### src/rtl/ram2_ctrl_pkg.sv
// Shared types for the RAM2 SRAM controller: FSM state encoding, strobe levels
// and state-class helpers used to derive the registered SRAM strobes.
package ram2_ctrl_pkg;

    localparam int  RAM2_ADDR_W = 20;
    localparam int  RAM2_DATA_W = 32;
    localparam logic STROBE_ON  = 1'b0;
    localparam logic STROBE_OFF = 1'b1;

    typedef enum logic [2:0] {
        R2_IDLE   = 3'd0,
        R2_RD_ACC = 3'd1,
        R2_RD_LAT = 3'd2,
        R2_WR_SET = 3'd3,
        R2_WR_PUL = 3'd4,
        R2_WR_HLD = 3'd5,
        R2_DONE   = 3'd6
    } r2_state_e;

    function automatic logic is_read(input r2_state_e s);
        return (s == R2_RD_ACC) || (s == R2_RD_LAT);
    endfunction

    function automatic logic is_write(input r2_state_e s);
        return (s == R2_WR_SET) || (s == R2_WR_PUL) || (s == R2_WR_HLD);
    endfunction

    function automatic logic is_access(input r2_state_e s);
        return is_read(s) || is_write(s);
    endfunction

endpackage

### src/rtl/ram2_ctrl_if.sv
// CPU-side (IF/MEM) and SRAM-side signals of the RAM2 controller. The slave
// modport is the controller's view; master is the CPU/SRAM environment's view.
interface ram2_ctrl_if #(
    parameter int ADDR_W = 20,
    parameter int DATA_W = 32
);
    logic              if_ce_i;
    logic [31:0]       if_addr_i;
    logic [DATA_W-1:0] inst_o;
    logic              mem_ce_i;
    logic              mem_we_i;
    logic [31:0]       mem_addr_i;
    logic [DATA_W-1:0] mem_data_i;
    logic [DATA_W-1:0] mem_data_o;
    logic              stallreq_o;
    logic [ADDR_W-1:0] ram_addr_o;
    logic [DATA_W-1:0] ram_data_o;
    logic              ram_data_oe_o;
    logic [DATA_W-1:0] ram_data_i;
    logic              ram_ce_n_o;
    logic              ram_oe_n_o;
    logic              ram_we_n_o;

    modport slave (
        input  if_ce_i, if_addr_i, mem_ce_i, mem_we_i, mem_addr_i, mem_data_i, ram_data_i,
        output inst_o, mem_data_o, stallreq_o, ram_addr_o, ram_data_o, ram_data_oe_o,
               ram_ce_n_o, ram_oe_n_o, ram_we_n_o
    );

    modport master (
        output if_ce_i, if_addr_i, mem_ce_i, mem_we_i, mem_addr_i, mem_data_i, ram_data_i,
        input  inst_o, mem_data_o, stallreq_o, ram_addr_o, ram_data_o, ram_data_oe_o,
               ram_ce_n_o, ram_oe_n_o, ram_we_n_o
    );
endinterface

### src/rtl/ram2_ctrl.sv
// Single-port RAM2 controller: arbitrates fetch and data accesses (data first),
// sequences 2-cycle reads / 3-cycle writes and stalls the pipeline until done.
module ram2_ctrl
    import ram2_ctrl_pkg::*;
#(
    parameter int ADDR_W = RAM2_ADDR_W,
    parameter int DATA_W = RAM2_DATA_W
) (
    input  logic      clk,
    input  logic      rst,
    ram2_ctrl_if.slave bus,
    output r2_state_e o_dbg_state
);

    r2_state_e         r_state;
    logic              r_pend_if;
    logic              r_pend_mem;
    logic              r_cur_mem;
    logic              r_mem_we;
    logic [ADDR_W-1:0] r_if_waddr;
    logic [ADDR_W-1:0] r_mem_waddr;
    logic [DATA_W-1:0] r_mem_wdata;
    logic [ADDR_W-1:0] r_ram_addr;
    logic [DATA_W-1:0] r_ram_data;
    logic              r_ram_data_oe;
    logic              r_ce_n;
    logic              r_oe_n;
    logic              r_we_n;
    logic [DATA_W-1:0] r_inst;
    logic [DATA_W-1:0] r_mem_data;

    r2_state_e         w_next;
    logic              w_start;
    logic              w_start_mem;
    logic              w_start_wr;
    logic [ADDR_W-1:0] w_if_waddr;
    logic [ADDR_W-1:0] w_mem_waddr;
    logic [DATA_W-1:0] w_mem_wdata;
    logic              w_unused_bits;

    // In IDLE the first access is launched straight from the request inputs;
    // afterwards only the values captured in IDLE are used.
    assign w_if_waddr  = (r_state == R2_IDLE) ? bus.if_addr_i[ADDR_W+1:2]  : r_if_waddr;
    assign w_mem_waddr = (r_state == R2_IDLE) ? bus.mem_addr_i[ADDR_W+1:2] : r_mem_waddr;
    assign w_mem_wdata = (r_state == R2_IDLE) ? bus.mem_data_i : r_mem_wdata;
    assign w_unused_bits = ^{bus.if_addr_i[31:ADDR_W+2], bus.if_addr_i[1:0],
                             bus.mem_addr_i[31:ADDR_W+2], bus.mem_addr_i[1:0]};

    always_comb begin
        w_next      = r_state;
        w_start     = 1'b0;
        w_start_mem = 1'b0;
        w_start_wr  = 1'b0;
        case (r_state)
            R2_IDLE: begin
                if (bus.mem_ce_i) begin
                    w_start     = 1'b1;
                    w_start_mem = 1'b1;
                    w_start_wr  = bus.mem_we_i;
                end else if (bus.if_ce_i) begin
                    w_start = 1'b1;
                end
            end
            R2_RD_ACC: w_next = R2_RD_LAT;
            R2_WR_SET: w_next = R2_WR_PUL;
            R2_WR_PUL: w_next = R2_WR_HLD;
            R2_RD_LAT, R2_WR_HLD: begin
                if (r_cur_mem && r_pend_if) begin
                    w_start = 1'b1;
                end else if (!r_cur_mem && r_pend_mem) begin
                    w_start     = 1'b1;
                    w_start_mem = 1'b1;
                    w_start_wr  = r_mem_we;
                end else begin
                    w_next = R2_DONE;
                end
            end
            R2_DONE: w_next = R2_IDLE;
            default: w_next = R2_IDLE;
        endcase
        if (w_start) begin
            w_next = w_start_wr ? R2_WR_SET : R2_RD_ACC;
        end
    end

    always_ff @(posedge clk) begin
        if (rst) begin
            r_state       <= R2_IDLE;
            r_pend_if     <= 1'b0;
            r_pend_mem    <= 1'b0;
            r_cur_mem     <= 1'b0;
            r_mem_we      <= 1'b0;
            r_if_waddr    <= '0;
            r_mem_waddr   <= '0;
            r_mem_wdata   <= '0;
            r_ram_addr    <= '0;
            r_ram_data    <= '0;
            r_ram_data_oe <= 1'b0;
            r_ce_n        <= STROBE_OFF;
            r_oe_n        <= STROBE_OFF;
            r_we_n        <= STROBE_OFF;
            r_inst        <= '0;
            r_mem_data    <= '0;
        end else begin
            r_state <= w_next;
            if (r_state == R2_IDLE) begin
                r_pend_if   <= bus.if_ce_i;
                r_pend_mem  <= bus.mem_ce_i;
                r_mem_we    <= bus.mem_we_i;
                r_if_waddr  <= w_if_waddr;
                r_mem_waddr <= w_mem_waddr;
                r_mem_wdata <= w_mem_wdata;
            end
            if (r_state == R2_RD_LAT || r_state == R2_WR_HLD) begin
                if (r_cur_mem) r_pend_mem <= 1'b0;
                else           r_pend_if  <= 1'b0;
            end
            if (r_state == R2_RD_LAT) begin
                if (r_cur_mem) r_mem_data <= bus.ram_data_i;
                else           r_inst     <= bus.ram_data_i;
            end
            if (w_start) begin
                r_cur_mem  <= w_start_mem;
                r_ram_addr <= w_start_mem ? w_mem_waddr : w_if_waddr;
                if (w_start_wr) r_ram_data <= w_mem_wdata;
            end
            // Strobes follow the state being entered so they line up with it.
            r_ce_n        <= is_access(w_next) ? STROBE_ON : STROBE_OFF;
            r_oe_n        <= is_read(w_next)   ? STROBE_ON : STROBE_OFF;
            r_we_n        <= (w_next == R2_WR_PUL) ? STROBE_ON : STROBE_OFF;
            r_ram_data_oe <= is_write(w_next);
        end
    end

    assign bus.stallreq_o    = (r_state == R2_IDLE) ? (bus.if_ce_i | bus.mem_ce_i)
                                                    : (r_state != R2_DONE);
    assign bus.inst_o        = r_inst;
    assign bus.mem_data_o    = r_mem_data;
    assign bus.ram_addr_o    = r_ram_addr;
    assign bus.ram_data_o    = r_ram_data;
    assign bus.ram_data_oe_o = r_ram_data_oe;
    assign bus.ram_ce_n_o    = r_ce_n;
    assign bus.ram_oe_n_o    = r_oe_n;
    assign bus.ram_we_n_o    = r_we_n;
    assign o_dbg_state       = r_state;

endmodule

### src/flat_wrapper.sv
// flat-port wrapper written by rule: the top's interface ports become plain ports
module ram2_ctrl_flat import ram2_ctrl_pkg::*;
#(
    parameter int ADDR_W = RAM2_ADDR_W,
    parameter int DATA_W = RAM2_DATA_W
)
  (clk, rst, o_dbg_state, bus_if_ce_i, bus_if_addr_i, bus_mem_ce_i, bus_mem_we_i, bus_mem_addr_i, bus_mem_data_i, bus_ram_data_i, bus_inst_o, bus_mem_data_o, bus_stallreq_o, bus_ram_addr_o, bus_ram_data_o, bus_ram_data_oe_o, bus_ram_ce_n_o, bus_ram_oe_n_o, bus_ram_we_n_o);
  ram2_ctrl_if #(.ADDR_W(ADDR_W), .DATA_W(DATA_W)) bus_i ();
  input  logic clk;
  input  logic rst;
  output r2_state_e o_dbg_state;
  input wire logic [$bits(bus_i.if_ce_i)-1:0] bus_if_ce_i;
  input wire logic [$bits(bus_i.if_addr_i)-1:0] bus_if_addr_i;
  input wire logic [$bits(bus_i.mem_ce_i)-1:0] bus_mem_ce_i;
  input wire logic [$bits(bus_i.mem_we_i)-1:0] bus_mem_we_i;
  input wire logic [$bits(bus_i.mem_addr_i)-1:0] bus_mem_addr_i;
  input wire logic [$bits(bus_i.mem_data_i)-1:0] bus_mem_data_i;
  input wire logic [$bits(bus_i.ram_data_i)-1:0] bus_ram_data_i;
  output wire logic [$bits(bus_i.inst_o)-1:0] bus_inst_o;
  output wire logic [$bits(bus_i.mem_data_o)-1:0] bus_mem_data_o;
  output wire logic [$bits(bus_i.stallreq_o)-1:0] bus_stallreq_o;
  output wire logic [$bits(bus_i.ram_addr_o)-1:0] bus_ram_addr_o;
  output wire logic [$bits(bus_i.ram_data_o)-1:0] bus_ram_data_o;
  output wire logic [$bits(bus_i.ram_data_oe_o)-1:0] bus_ram_data_oe_o;
  output wire logic [$bits(bus_i.ram_ce_n_o)-1:0] bus_ram_ce_n_o;
  output wire logic [$bits(bus_i.ram_oe_n_o)-1:0] bus_ram_oe_n_o;
  output wire logic [$bits(bus_i.ram_we_n_o)-1:0] bus_ram_we_n_o;
  assign bus_i.if_ce_i = bus_if_ce_i;
  assign bus_i.if_addr_i = bus_if_addr_i;
  assign bus_i.mem_ce_i = bus_mem_ce_i;
  assign bus_i.mem_we_i = bus_mem_we_i;
  assign bus_i.mem_addr_i = bus_mem_addr_i;
  assign bus_i.mem_data_i = bus_mem_data_i;
  assign bus_i.ram_data_i = bus_ram_data_i;
  assign bus_inst_o = bus_i.inst_o;
  assign bus_mem_data_o = bus_i.mem_data_o;
  assign bus_stallreq_o = bus_i.stallreq_o;
  assign bus_ram_addr_o = bus_i.ram_addr_o;
  assign bus_ram_data_o = bus_i.ram_data_o;
  assign bus_ram_data_oe_o = bus_i.ram_data_oe_o;
  assign bus_ram_ce_n_o = bus_i.ram_ce_n_o;
  assign bus_ram_oe_n_o = bus_i.ram_oe_n_o;
  assign bus_ram_we_n_o = bus_i.ram_we_n_o;
  ram2_ctrl #(.ADDR_W(ADDR_W), .DATA_W(DATA_W)) u_core (.clk(clk), .rst(rst), .bus(bus_i), .o_dbg_state(o_dbg_state));
endmodule
### config.mk
export PLATFORM = sky130hd
export DESIGN_NAME = ram2_ctrl_flat
export DESIGN_NICKNAME = d
export VERILOG_FILES = /design/src/rtl/ram2_ctrl_pkg.sv /design/src/rtl/ram2_ctrl_if.sv /design/src/rtl/ram2_ctrl.sv /design/src/flat_wrapper.sv
export SDC_FILE = /design/constraint.sdc
export NUM_CORES = 1
export LEC_CHECK = 0
export ABC_CLOCK_PERIOD_IN_PS = 3800
export CORE_ASPECT_RATIO = 1.25
export CORE_MARGIN = 2
export CORE_UTILIZATION = 32
export DETAILED_ROUTE_END_ITERATION = 8
export GPL_TIMING_DRIVEN = 0
export HOLD_SLACK_MARGIN = 0.05
export PLACE_DENSITY = 0.63
export SLEW_MARGIN = 10
export SYNTH_ARGS = -nofsm -noshare
export SYNTH_HDL_FRONTEND = slang
export SYNTH_SLANG_ARGS = --single-unit
### constraint.sdc
create_clock -name clk -period 3.8 [get_ports clk]
set_clock_uncertainty 0.05 [all_clocks]
set_input_delay 1.14 -clock clk [delete_from_list [all_inputs] [get_ports clk]]
set_output_delay 1.14 -clock clk [all_outputs]
set_load 0.01 [all_outputs]
sizing.png
Drawn at 3 px/micron.
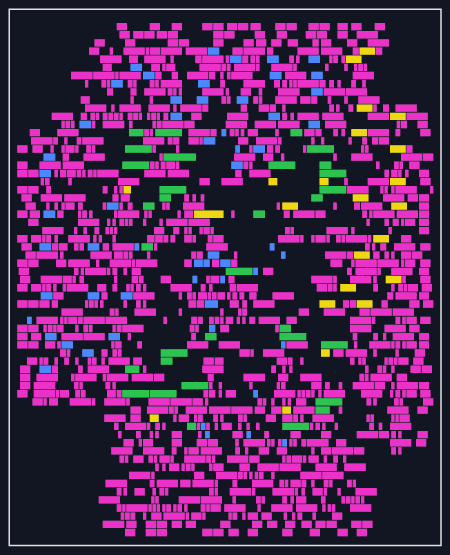
- x3 and x4: yellow (cells 23)
- x1 and smaller: magenta (cells 1064)
- x6 and larger: green (cells 32)
- x2: blue (cells 56)

clock_nets.png
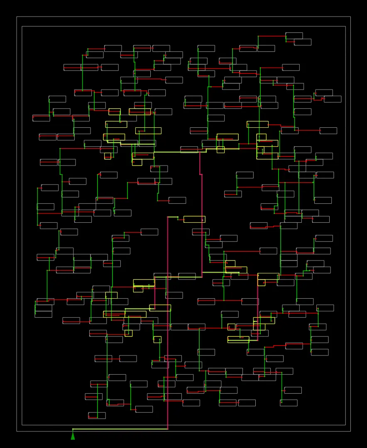
clk ins delay skew pair: 430 ps
CTS Sinks: 199
clock buffers: 20

==> impl_metrics.yaml <==
# flow metrics
place:
  placed_cells: 1469
routing:
  wl_met1_mm: 10.6
  drc_errors: 0
  totalWireLength_mm: 23.6
final_timing:
  clock.fmax_mhz: 269
  maxSlewViolCount: 0
  slew_headroom: 0.525
power_and_ir_drop:
  clkPwrFrac: 0.236
  combPwrFrac: 0.395
run_status:
  status: "finished clean"
grt:
  antenna_found_initial: 1
cells_and_area:
  finalNonFillerCells: 1501
  inverters: 20
  syn_to_final_growth_pct: 42.6
  dominant-cell-class: "sequential cells"
yosys:
  synth_area_sq_um: 7770
  floorplan.nets: 1047
  top_area_cell: "dfxtp_1"
setup_path:
  cp-start-kind: "input pin"
  path_depth: 5
  slowest_stage: "clkdlybuf4s50_1"
clock_tree:
  htreeDepth: 4
floorplanning:
  dieHeight_microns: 178
